### src/rtl/riscv_pkg.sv
// Shared RISC-V decode types: instruction class and immediate format.
// The all-zero encodings are the idle values driven when no entry is presented.
package riscv_pkg;

  typedef enum logic [2:0] {
    UNKNOWN_TYPE = 3'd0,
    R_TYPE       = 3'd1,
    I_TYPE       = 3'd2,
    S_TYPE       = 3'd3,
    B_TYPE       = 3'd4,
    U_TYPE       = 3'd5,
    J_TYPE       = 3'd6
  } instruction_type_e;

  typedef enum logic [2:0] {
    IMM_NONE = 3'd0,
    IMM_I    = 3'd1,
    IMM_S    = 3'd2,
    IMM_B    = 3'd3,
    IMM_U    = 3'd4,
    IMM_J    = 3'd5
  } imm_type_e;

endpackage

### src/rtl/decode_queue_if.sv
// Fetch-side and decode-side handshake bundle of the decode queue.
// slave = the queue itself, master = the fetch unit / downstream consumer pair.
interface decode_queue_if #(
  parameter int DEPTH = 4,
  parameter int PC_W  = 32
);
  import riscv_pkg::*;

  // fetch side
  logic                      valid_i;
  logic                      ready_o;
  logic [31:0]               instr_i;
  logic [PC_W-1:0]           pc_i;
  logic                      flush_i;

  // decode side
  logic                      valid_o;
  logic                      ready_i;
  logic [PC_W-1:0]           pc_o;
  logic [6:0]                opcode_o;
  logic [2:0]                funct3_o;
  logic [6:0]                funct7_o;
  logic [4:0]                rd_o;
  logic [4:0]                rs1_o;
  logic [4:0]                rs2_o;
  instruction_type_e         inst_type_o;
  imm_type_e                 imm_type_o;
  logic                      illegal_o;
  logic [$clog2(DEPTH):0]    count_o;

  modport slave (
    input  valid_i, instr_i, pc_i, flush_i, ready_i,
    output ready_o, valid_o, pc_o, opcode_o, funct3_o, funct7_o,
           rd_o, rs1_o, rs2_o, inst_type_o, imm_type_o, illegal_o, count_o
  );

  modport master (
    output valid_i, instr_i, pc_i, flush_i, ready_i,
    input  ready_o, valid_o, pc_o, opcode_o, funct3_o, funct7_o,
           rd_o, rs1_o, rs2_o, inst_type_o, imm_type_o, illegal_o, count_o
  );

endinterface

### src/rtl/decode_queue.sv
// Circular instruction FIFO with combinational decode of the head entry.
// Optional macro DECODE_QUEUE_ILLEGAL_CHECK_EN builds the illegal-encoding check.
module decode_queue #(
  parameter int DEPTH = 4,
  parameter int PC_W  = 32
) (
  input  logic         clk_i,
  input  logic         rst_ni,
  decode_queue_if.slave dq
);
  import riscv_pkg::*;

  localparam int AW = $clog2(DEPTH);
  localparam int CW = AW + 1;
  localparam logic [CW-1:0] FULL = CW'(DEPTH);

  function automatic instruction_type_e classify(input logic [6:0] op);
    instruction_type_e t;
    case (op)
      7'b0110011:                         t = R_TYPE;
      7'b0010011, 7'b0000011, 7'b1100111: t = I_TYPE;
      7'b0100011:                         t = S_TYPE;
      7'b1100011:                         t = B_TYPE;
      7'b0110111, 7'b0010111:             t = U_TYPE;
      7'b1101111:                         t = J_TYPE;
      default:                            t = UNKNOWN_TYPE;
    endcase
    return t;
  endfunction

  function automatic imm_type_e imm_of(input instruction_type_e t);
    imm_type_e m;
    case (t)
      I_TYPE:  m = IMM_I;
      S_TYPE:  m = IMM_S;
      B_TYPE:  m = IMM_B;
      U_TYPE:  m = IMM_U;
      J_TYPE:  m = IMM_J;
      default: m = IMM_NONE;
    endcase
    return m;
  endfunction

  logic [31:0]     instr_mem [DEPTH];
  logic [PC_W-1:0] pc_mem    [DEPTH];

  logic [AW-1:0]   wr_ptr;
  logic [AW-1:0]   rd_ptr;
  logic [CW-1:0]   count;

  logic            full;
  logic            empty;
  logic            push;
  logic            pop;
  logic [31:0]     head_instr;
  logic [PC_W-1:0] head_pc;

  assign full  = (count == FULL);
  assign empty = (count == '0);

  // Acceptance looks only at occupancy, never at ready_i: a full queue refuses
  // pushes even when the head is being consumed in the same cycle.
  assign push  = dq.valid_i && !full;
  assign pop   = !empty && dq.ready_i;

  assign dq.ready_o = !full;
  assign dq.valid_o = !empty;
  assign dq.count_o = count;

  always_ff @(posedge clk_i or negedge rst_ni) begin
    if (!rst_ni) begin
      wr_ptr <= '0;
      rd_ptr <= '0;
      count  <= '0;
    end else if (dq.flush_i) begin
      wr_ptr <= '0;
      rd_ptr <= '0;
      count  <= '0;
    end else begin
      if (push) wr_ptr <= wr_ptr + AW'(1);
      if (pop)  rd_ptr <= rd_ptr + AW'(1);
      case ({push, pop})
        2'b10:   count <= count + CW'(1);
        2'b01:   count <= count - CW'(1);
        default: count <= count;
      endcase
    end
  end

  // Storage is data only; stale contents are masked by valid_o after reset.
  always_ff @(posedge clk_i) begin
    if (push && !dq.flush_i) begin
      instr_mem[wr_ptr] <= dq.instr_i;
      pc_mem[wr_ptr]    <= dq.pc_i;
    end
  end

  assign head_instr = instr_mem[rd_ptr];
  assign head_pc    = pc_mem[rd_ptr];

  always_comb begin
    dq.pc_o        = '0;
    dq.opcode_o    = '0;
    dq.funct3_o    = '0;
    dq.funct7_o    = '0;
    dq.rd_o        = '0;
    dq.rs1_o       = '0;
    dq.rs2_o       = '0;
    dq.inst_type_o = UNKNOWN_TYPE;
    dq.imm_type_o  = IMM_NONE;
    if (!empty) begin
      dq.pc_o        = head_pc;
      dq.opcode_o    = head_instr[6:0];
      dq.funct3_o    = head_instr[14:12];
      dq.funct7_o    = head_instr[31:25];
      dq.rd_o        = head_instr[11:7];
      dq.rs1_o       = head_instr[19:15];
      dq.rs2_o       = head_instr[24:20];
      dq.inst_type_o = classify(head_instr[6:0]);
      dq.imm_type_o  = imm_of(classify(head_instr[6:0]));
    end
  end

`ifdef DECODE_QUEUE_ILLEGAL_CHECK_EN
  // Compressed encodings, unknown opcodes and R-type funct7 outside the base set are illegal.
  assign dq.illegal_o = dq.valid_o &&
                        ((head_instr[1:0] != 2'b11) ||
                         (dq.inst_type_o == UNKNOWN_TYPE) ||
                         ((dq.inst_type_o == R_TYPE) &&
                          !((dq.funct7_o == 7'b0000000) || (dq.funct7_o == 7'b0100000))));
`else
  assign dq.illegal_o = 1'b0;
`endif

endmodule
### src/flat_wrapper.sv
// flat-port wrapper written by rule: the top's interface ports become plain ports
module decode_queue_flat import riscv_pkg::*;
#(
  parameter int DEPTH = 4,
  parameter int PC_W  = 32
)
  (clk_i, rst_ni, dq_valid_i, dq_instr_i, dq_pc_i, dq_flush_i, dq_ready_i, dq_ready_o, dq_valid_o, dq_pc_o, dq_opcode_o, dq_funct3_o, dq_funct7_o, dq_rd_o, dq_rs1_o, dq_rs2_o, dq_inst_type_o, dq_imm_type_o, dq_illegal_o, dq_count_o);
  decode_queue_if #(.DEPTH(DEPTH), .PC_W(PC_W)) dq_i ();
  input  logic clk_i;
  input  logic rst_ni;
  input wire logic [$bits(dq_i.valid_i)-1:0] dq_valid_i;
  input wire logic [$bits(dq_i.instr_i)-1:0] dq_instr_i;
  input wire logic [$bits(dq_i.pc_i)-1:0] dq_pc_i;
  input wire logic [$bits(dq_i.flush_i)-1:0] dq_flush_i;
  input wire logic [$bits(dq_i.ready_i)-1:0] dq_ready_i;
  output wire logic [$bits(dq_i.ready_o)-1:0] dq_ready_o;
  output wire logic [$bits(dq_i.valid_o)-1:0] dq_valid_o;
  output wire logic [$bits(dq_i.pc_o)-1:0] dq_pc_o;
  output wire logic [$bits(dq_i.opcode_o)-1:0] dq_opcode_o;
  output wire logic [$bits(dq_i.funct3_o)-1:0] dq_funct3_o;
  output wire logic [$bits(dq_i.funct7_o)-1:0] dq_funct7_o;
  output wire logic [$bits(dq_i.rd_o)-1:0] dq_rd_o;
  output wire logic [$bits(dq_i.rs1_o)-1:0] dq_rs1_o;
  output wire logic [$bits(dq_i.rs2_o)-1:0] dq_rs2_o;
  output wire logic [$bits(dq_i.inst_type_o)-1:0] dq_inst_type_o;
  output wire logic [$bits(dq_i.imm_type_o)-1:0] dq_imm_type_o;
  output wire logic [$bits(dq_i.illegal_o)-1:0] dq_illegal_o;
  output wire logic [$bits(dq_i.count_o)-1:0] dq_count_o;
  assign dq_i.valid_i = dq_valid_i;
  assign dq_i.instr_i = dq_instr_i;
  assign dq_i.pc_i = dq_pc_i;
  assign dq_i.flush_i = dq_flush_i;
  assign dq_i.ready_i = dq_ready_i;
  assign dq_ready_o = dq_i.ready_o;
  assign dq_valid_o = dq_i.valid_o;
  assign dq_pc_o = dq_i.pc_o;
  assign dq_opcode_o = dq_i.opcode_o;
  assign dq_funct3_o = dq_i.funct3_o;
  assign dq_funct7_o = dq_i.funct7_o;
  assign dq_rd_o = dq_i.rd_o;
  assign dq_rs1_o = dq_i.rs1_o;
  assign dq_rs2_o = dq_i.rs2_o;
  assign dq_inst_type_o = dq_i.inst_type_o;
  assign dq_imm_type_o = dq_i.imm_type_o;
  assign dq_illegal_o = dq_i.illegal_o;
  assign dq_count_o = dq_i.count_o;
  decode_queue #(.DEPTH(DEPTH), .PC_W(PC_W)) u_core (.clk_i(clk_i), .rst_ni(rst_ni), .dq(dq_i));
endmodule
### config.mk
export PLATFORM = sky130hd
export DESIGN_NAME = decode_queue_flat
export DESIGN_NICKNAME = d
export VERILOG_FILES = /design/src/rtl/riscv_pkg.sv /design/src/rtl/decode_queue_if.sv /design/src/rtl/decode_queue.sv /design/src/flat_wrapper.sv
export SDC_FILE = /design/constraint.sdc
export NUM_CORES = 1
export LEC_CHECK = 0
export CAP_MARGIN = 40
export CORE_AREA = 2 2 246 175
export DETAILED_ROUTE_END_ITERATION = 16
export DIE_AREA = 0 0 248 177
export PLACE_DENSITY_LB_ADDON = 0.3
export SYNTH_ARGS = -nofsm -noshare
export SYNTH_HDL_FRONTEND = slang
export SYNTH_SLANG_ARGS = --single-unit
### constraint.sdc
create_clock -name clk_i -period 3.8 [get_ports clk_i]
set_input_delay 0.57 -clock clk_i [delete_from_list [all_inputs] [get_ports clk_i]]
set_output_delay 0.57 -clock clk_i [all_outputs]
set_load 0.01 [all_outputs]
==> GITHUB_STEP_SUMMARY, run 1 <==
### Metrics collected by this job

| Metric | Value |
|---|---|
| Outcome | completed |
| Adder Share, Synth | 0.00683 |
| Ratio of cells with drive above 1 in the final layout | 0.188 |
| CP startpoint | u_core.rd_ptr[0] |
| Post-route minimum period | 3.58 ns |
| Root buffer cell | clkbuf_16 |
| Fmax | 279 MHz |
| Fin Setup TNS | 0 ns |
| Flops after synth | 263 |
| Reg-to-reg slack, setup | 1.46 ns |
| Sink Count | 263 |
| Placed Area | 0.0125 sq mm |
| Buf/Inv on CP | 1 |
| Final core occ | 0.319 |
| Power Total | 8.36 mW |
| GR Util met2 | 0.167 |
| DR WL met2 | 10600 microns |
| DR vias | 4951 |
| Crit Path Max Fanout | 12 |
| Syn Area/Cell | 21.6 sq um |
| Final wirelength | 22700 microns |
| Initial antenna violation count | 0 |
| Tool warnings | 29 |
| Cell count after synthesis | 476 |
| Final Setup Violations | 0 |
| Crit path max-delay cell type | mux4_1 |
| Synthesis area per yosys | 0.0103 sq mm |
| Layout clock buffer count | 41 |
| Crit path depth | 4 |
| Non-clk buf share | 0.121 |
| Inverters | 2 |
| Critical path's top delay family | multiplexers |
| CP Capture Point | dq_inst_type_o[0] |
| Tapcells inserted | 552 |
| Layout area overhead | 29.6% |
| Clk slew on worst S/H paths | 0.06 ns |
| Nature of the critical path endpoint | primary output |
| Final tally of hold violations | 0 |
| # IOs | 145 |
| HPWL after DPL | 13900 microns |
| PortBufs | 143 |
| Seq area share | 0.592 |
| Worst-path cell chain | mux4_1, or2_2, nor3_1, clkdlybuf4s50_1 |
| Drc violations | 0 |
| Non-clk bufs | 157 |
| Largest cell class | registers |
| R2R Path End | u_core.instr_mem[2][16] |
| Worst R2R Path Depth | 5 |
[run 1: cells by family (layout without fill, tap and decap cells)]
family | after synthesis | after routing
other cells | 1 | 1
buf+inv | 27 | 209
compound gates | 13 | 13
mux | 65 | 65
simple gates | 98 | 98
flops | 263 | 263
fa+ha+maj | 5 | 5
xor+xnor | 4 | 4
[run 1: sequential cells by signal (all words and copies together), names as in the netlist]
name / flops
u_core.instr_mem: 128
u_core.pc_mem: 128
u_core.dq.count_o: 3
u_core.rd_ptr: 2
u_core.wr_ptr: 2
[run 1: cell usage in the layout, fill, tap and decap left out, drive strengths merged, types with 2 or more instances in the layout]
master,netlist,routed
nand3,2,2
inv,2,3
nor3b,2,2
edfxtp,256,256
dfrtp,7,7
or3b,2,2
clkbuf,12,41
nor4,2,2
o21ai,2,2
nor2,8,8
and2,68,68
buf,13,14
xor2,2,2
clkinv,0,6
clkdlybuf4s50,0,143
mux4,64,64
clkinvlp,0,2
xnor2,2,2
nand2,3,3
ha,4,4
nor3,4,4
a21oi,5,5
nand2b,2,2
[run 1: power breakdown]
part           total (mW)  internal [mW]  leakage [nW]  switching, mW
Clock                2.55           1.44         0.407           1.11
Combinational        2.37           1.30          1.30           1.07
Sequential           3.44           3.35          2.41         0.0839
[run 1: synth_stat cells (all sizes together)]
library cell	instances
edfxtp	256
and2	68
mux4	64
buf	13
clkbuf	12
nor2	8
dfrtp	7
a21oi	5
ha	4
nor3	4
nand2	3
inv	2
nand2b	2
nand3	2
nor3b	2
nor4	2
o21ai	2
or3b	2
xnor2	2
xor2	2
a2111oi	1
a211oi	1
a22oi	1
a32oi	1
and3	1
and3b	1
and4	1
conb	1
fa	1
mux2i	1
o21a	1
o31ai	1
or2	1
or3	1
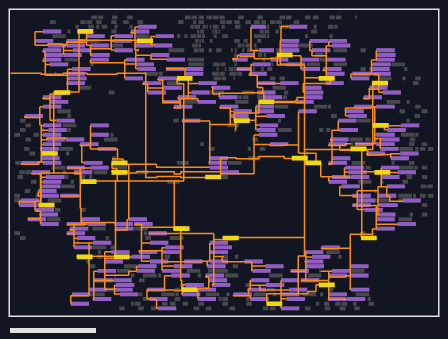
Figure 1: run 1, routed clock nets over the placement.
Bar = 50 microns.
[clock wires] orange | length: 3740 microns
[clock-net drivers] yellow | count: 28
[flip-flops] purple | count: 263
routed clock nets	29
flops lie	spread over the die

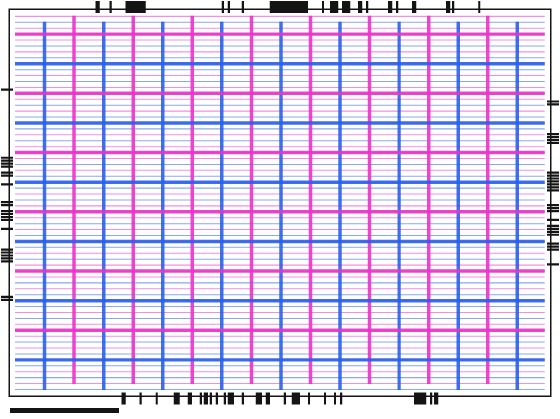
Figure 2: run 1, power grid.
Bar = 50 microns. Pins as bars on the die edge.
net	color
VDD	magenta
VSS	blue
met4 straps	17
rows	63
met5 straps	12
signal pins	145

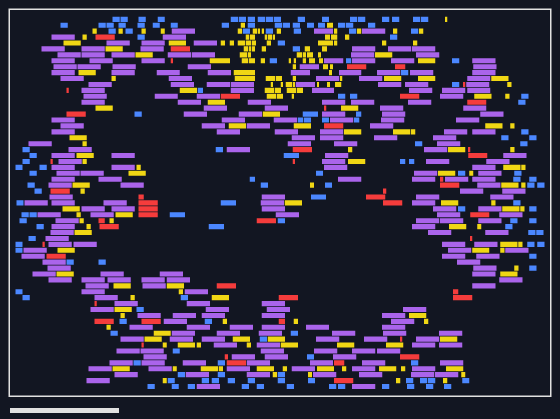
Figure 3: run 1, cell classes on the final placement.
Bar = 50 microns.
class	color	cells	share of their area
remaining logic cells	yellow	188	18%
sequential cells	purple	263	62%
remaining buffers and delay cells	blue	157	13%
clock drivers and dummy loads	red	50	6.7%

Figure 4. Signal wires by layer (run 1).
Only two layers are drawn.
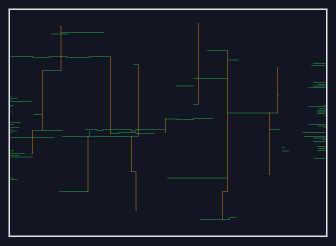

==> run 2: changes to the inputs <==
CTS_CLUSTER_SIZE = 25   (was default)
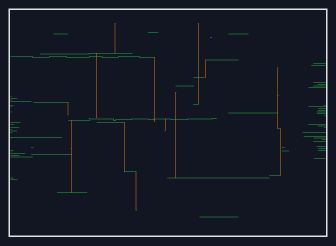
Figure 5: run 2, signal wires by layer.
Only two layers are drawn.
layer	color	wire length
M4	orange	496 microns
M3	green	1030 microns

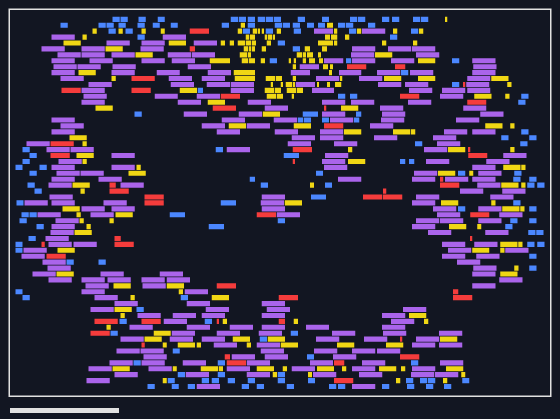
Figure 6: run 2, cell classes on the final placement.
Bar = 50 microns.
class	color	cells	share of their area
remaining buffers and delay cells	blue	157	13%
clock drivers and dummy loads	red	52	7.6%
remaining logic cells	yellow	188	18%
sequential cells	purple	263	62%

==> run 2 against run 1 <==
Net effect: first-iteration DRC count fell by 23%; sequential cell count did not move; cell count rose by 0.17%; critical path depth rose by 1; worst setup slack got worse by 0.0029 ns; routed wire length fell by 0.50%; highest routed layer unchanged; global-route usage barely moved; critical endpoint is now dq_imm_type_o[2].
==> GITHUB_STEP_SUMMARY, run 2 <==
### Metrics collected by this job

| Metric | Value |
|---|---|
| # IOs | 145 |
| Synthesis area per yosys | 0.0103 sq mm |
| Critical path's top delay family | multiplexers |
| Tool warnings | 29 |
| Seq area share | 0.586 |
| Crit Path Max Fanout | 12 |
| Sink Count | 263 |
| Initial antenna violation count | 0 |
| Reg-to-reg slack, setup | 1.46 ns |
| Layout clock buffer count | 37 |
| Final Setup Violations | 0 |
| Final wirelength | 22500 microns |
| Post-route minimum period | 3.58 ns |
| Flops after synth | 263 |
| Asr flop ratio synth | 0.0266 |
| CP Capture Point | dq_imm_type_o[2] |
| Buf/Inv on CP | 1 |
| Final tally of hold violations | 0 |
| Ratio of cells with drive above 1 in the final layout | 0.198 |
| Adder Share, Synth | 0.00683 |
| Crit path max-delay cell type | mux4_1 |
| Non-clk buf share | 0.120 |
| Cell count after synthesis | 476 |
| Non-clk bufs | 157 |
| CP startpoint | u_core.rd_ptr[0] |
| Outcome | completed |
| DR WL met2 | 10700 microns |
| Fin Setup TNS | 0 ns |
| Most instantiated cells after synthesis | edfxtp_1, and2_1, mux4_2, clkbuf_1, nor2_1 |
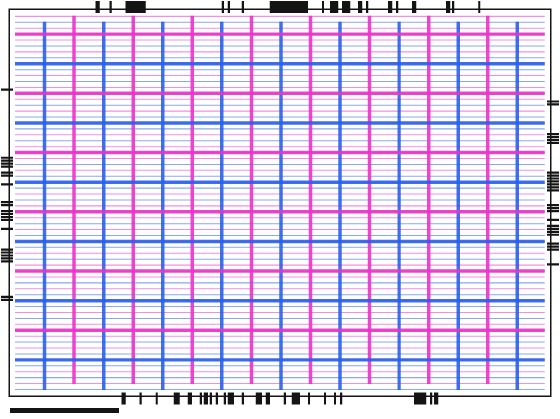
Figure 7: run 2, power grid.
Bar = 50 microns. Pins as bars on the die edge.
net	color
VDD	magenta
VSS	blue
rows	63
met5 straps	12
met1 rails	64

## run 2: netlist changes by cell type in the layout (fill, tap and decap cells not counted), sizes merged
cell | before | now
clkbuf | 41 | 37
clkinv | 6 | 7
clkinvlp | 2 | 3
bufinv | 0 | 4
## run 2: worst min path at each step
stage | end | slack, ns
6_report | u_core.dq.count_o[1] | 0.29
2_1_floorplan | u_core.dq.count_o[0] | 0.27
4_1_cts | u_core.wr_ptr[0] | 0.26
3_3_place_gp | u_core.wr_ptr[1] | 0.58
5_1_grt | u_core.wr_ptr[0] | 0.28
3_5_place_dp | u_core.wr_ptr[1] | 0.60
## run 2: report_power, final
part           switching [mW]  leakage [nW]  internal [mW]
Sequential             0.0840          2.41           3.35
Combinational            1.07          1.30           1.30
Clock                    1.14         0.466           1.71
## run 2: metrics by stage
| step | utilization | std cells | setup WS (ns) |
|---|---|---|---|
| floorplan | - | 476 | 0.797 |
| global placement | 0.299 | 1160 | 0.781 |
| detailed placement | 0.299 | 1160 | 0.779 |
| CTS | 0.322 | 1212 | 0.166 |
| global route | 0.322 | 1212 | 0.0159 |
| finish | 0.322 | 1212 | 0.218 |
## run 2: per-layer routing
layer | up-vias | GRT usage
li1 | 2261 | -
met1 | 2590 | 0.145
met2 | 100 | 0.167
met3 | 30 | 0.0262
met4 | 0 | 0.0269
met5 | - | 0
## run 2: kinds of logic (layout without fill, tap and decap cells)
family                   Yosys count  in the layout
flip-flops                       263            263
AND/OR/NAND/NOR                   98             98
multiplexers                      65             65
buffers and inverters             27            211
AND-OR/OR-AND                     13             13
adder cells (fa/ha/maj)            5              5
XOR/XNOR                           4              4
other                              1              1
Power is estimated from default activity; no workload was simulated.
